==> config.mk <==
export PLATFORM = sky130hd
export DESIGN_NAME = ctrl_redirect_unit
export DESIGN_NICKNAME = d
export VERILOG_FILES = /design/src/rtl/ctrl_redirect_unit_pkg.sv /design/src/rtl/ctrl_upd_fifo.sv /design/src/rtl/ctrl_redirect_unit.sv
export SDC_FILE = /design/constraint.sdc
export NUM_CORES = 1
export LEC_CHECK = 0
export ABC_AREA = 1
export ABC_CLOCK_PERIOD_IN_PS = 4500
export CAP_MARGIN = 40
export CORE_MARGIN = 5
export CORE_UTILIZATION = 50
export CTS_CLUSTER_DIAMETER = 200
export DETAILED_ROUTE_END_ITERATION = 6
export PLACE_DENSITY = 0.86
export SYNTH_ARGS = -nofsm -noshare
export SYNTH_HDL_FRONTEND = slang
export SYNTH_SLANG_ARGS = --single-unit
==> constraint.sdc <==
create_clock -name clk -period 4.5 [get_ports clk]
set_input_delay 0.45 -clock clk [delete_from_list [all_inputs] [get_ports clk]]
set_output_delay 0.45 -clock clk [all_outputs]
set_load 0.05 [all_outputs]
**Run 1: I/O pins on the die edge**

Scale: 3 px per um. Pins as bars across the die edge, other pins in gray.
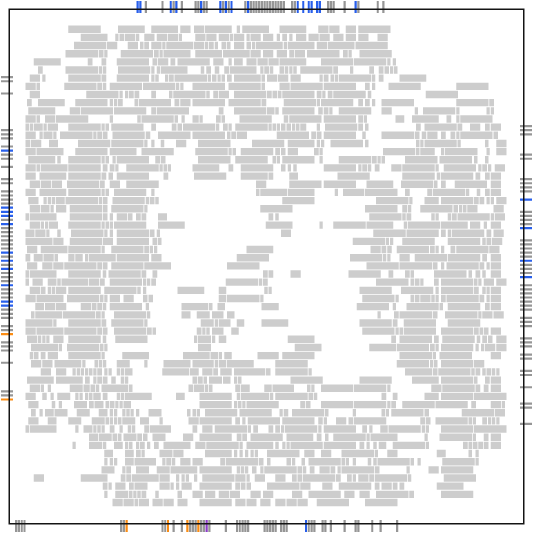
| color | port | pins | direction | edge |
|---|---|---|---|---|
| orange | `rob_head_i` | 6 | input | 4 bottom, 2 left |
| blue | `upd_target_o` | 32 | output | 16 top, 11 left, 4 right, 1 bottom |
| purple | `exe_ready_o` | 1 | output | bottom |
Buffers on Ports: 193
Die X: 171 um
die span in y: 171 um

**Run 1: wiring by layer**

Scale: 3 px per um. Only two layers are drawn.
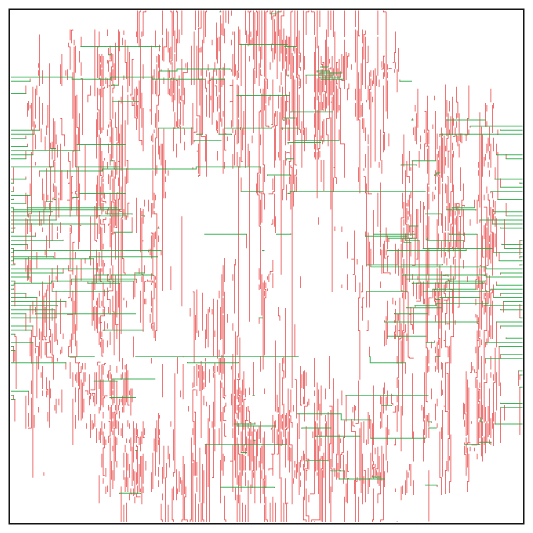
| color | layer | wire length |
|---|---|---|
| red | metal 2 | 14400 um |
| green | metal 3 | 2470 um |
Avg WL per Cell: 17.5 um
via count: 8715

**Run 1: cell placement**

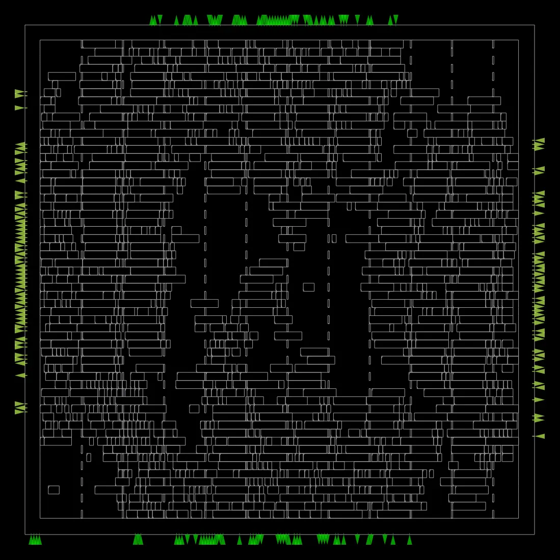
# fillers: 1856
Core Footprint: 0.0258 mm^2
Flops: 313
n_taps: 335
Seq/total area: 56.1%

==> run_results.csv, run 1 <==
group,metric,value,unit
outcome,status,"completed",
worst_setup_path,critPathBufInv,3,
yosys,ys.flops,313,
clocking,cts_buffers,30,
final_timing,rsz0062_at_grt,"no",
worst_setup_path,end_kind,"output pin",
floorplan,fp_util,50.3,%
global_route,use_met2,33.8,%
power,sequentialPowerShare,27.9,%
clocking,cts_tree,"done",
yosys,largest_area_cell,"edfxtp_1",
global_route,grt_pass1_wl,45200,um
finish,layout.cells.most_common,"nor2_1",
worst_setup_path,cp_max_fo,62,
yosys,mux_share,0,%
yosys,synth-xor-area-share,0.879,%
finish,n_antenna_cell,0,
yosys,synthCells,1117,
worst_setup_path,cpPeakStageDelay,0.88,ns
finish,postLayoutCoreUtil,63.3,%
clocking,cts_setup_buffers,0,
worst_setup_path,startpoint_type,"flop",
finish,final_layout_size_suffix_gt1_share,7.30,%
placement,place_inst,1606,
global_route,met3_usage,4.46,%
final_timing,fin_ws,0.985,ns
finish,final_cell_mix,"nor2_1 (277), edfxtp_1 (264), clkdlybuf4s50_1 (192)",
yosys,syn_area,0.0130,mm^2
placement,routabilityCongestion,0.790,
floorplan,row_count,59,
final_timing,period_minus_slack,3.52,ns
**Run 1: port wiring**

Scale: 1.5 px per um.
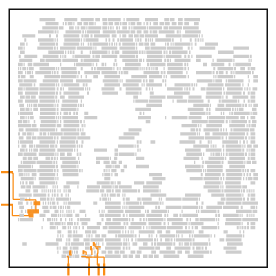

==> run 2, diff against run 1 <==
ABC_CLOCK_PERIOD_IN_PS = 3000   (was 4500)
CORE_UTILIZATION = 49   (was 50)
PLACE_DENSITY = 0.87   (was 0.86)
clock period = 3 ns   (was 4.5 ns; I/O delays follow)
**Run 2: port wiring**

Scale: 1.5 px per um.
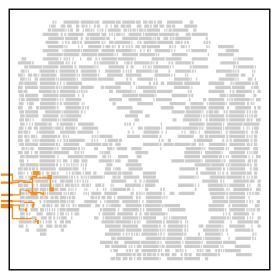
| color | port | bits | direction | edge | end cells | buffers | wire |
|---|---|---|---|---|---|---|---|
| orange | `rob_head_i` | 6 | input | left | 8 | 6 | 144 um |
io pins: 198

==> run 2 against run 1 <==
- clock power is 52% higher
- design area up 0.82%
- non-clock buffer count is 17 higher
- register-to-register slack worse by 0.96 ns
- via count up 2.2%
- critical path type is now flop to flop
- largest cell class unchanged
==> run_results.csv, run 2 <==
group,metric,value,unit
placement,place_inst,1622,
finish,seq_share,55.7,%
clocking,cts_tree,"done",
yosys,ys.flops,313,
final_timing,rsz0062_at_grt,"no",
finish,layout.cells.most_common,"nor2_1",
placement,routabilityCongestion,0.772,
finish,fill_cells,1910,
finish,n_antenna_cell,0,
global_route,use_met2,34.8,%
finish,postLayoutCoreUtil,63.1,%
floorplan,taps,335,
floorplan,fp_util,49.7,%
worst_setup_path,critPathBufInv,4,
placement,numPortBuffers,193,
worst_setup_path,cpPeakStageDelay,0.40,ns
routing,wl_per_cell,17.9,um
yosys,syn_area,0.0130,mm^2
clocking,cts_setup_buffers,0,
worst_setup_path,startpoint_type,"flop",
floorplan,core_area,0.0261,mm^2
outcome,status,"completed",
floorplan,row_count,59,
power,sequentialPowerShare,27.7,%
**Run 2: I/O pins on the die edge**

Scale: 3 px per um. Pins as bars across the die edge, other pins in gray.
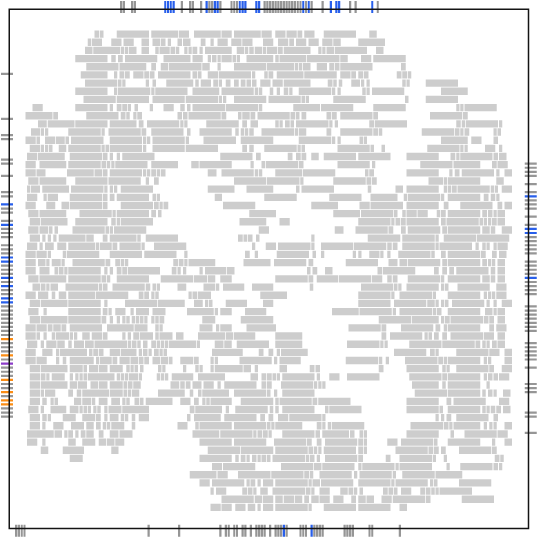
| color | port | pins | direction | edge |
|---|---|---|---|---|
| blue | `upd_target_o` | 32 | output | 18 top, 8 left, 4 right, 2 bottom |
| purple | `exe_ready_o` | 1 | output | left |
| orange | `rob_head_i` | 6 | input | left |
die span in y: 173 um
Die X: 173 um

Power and IR drop assume default switching activity.
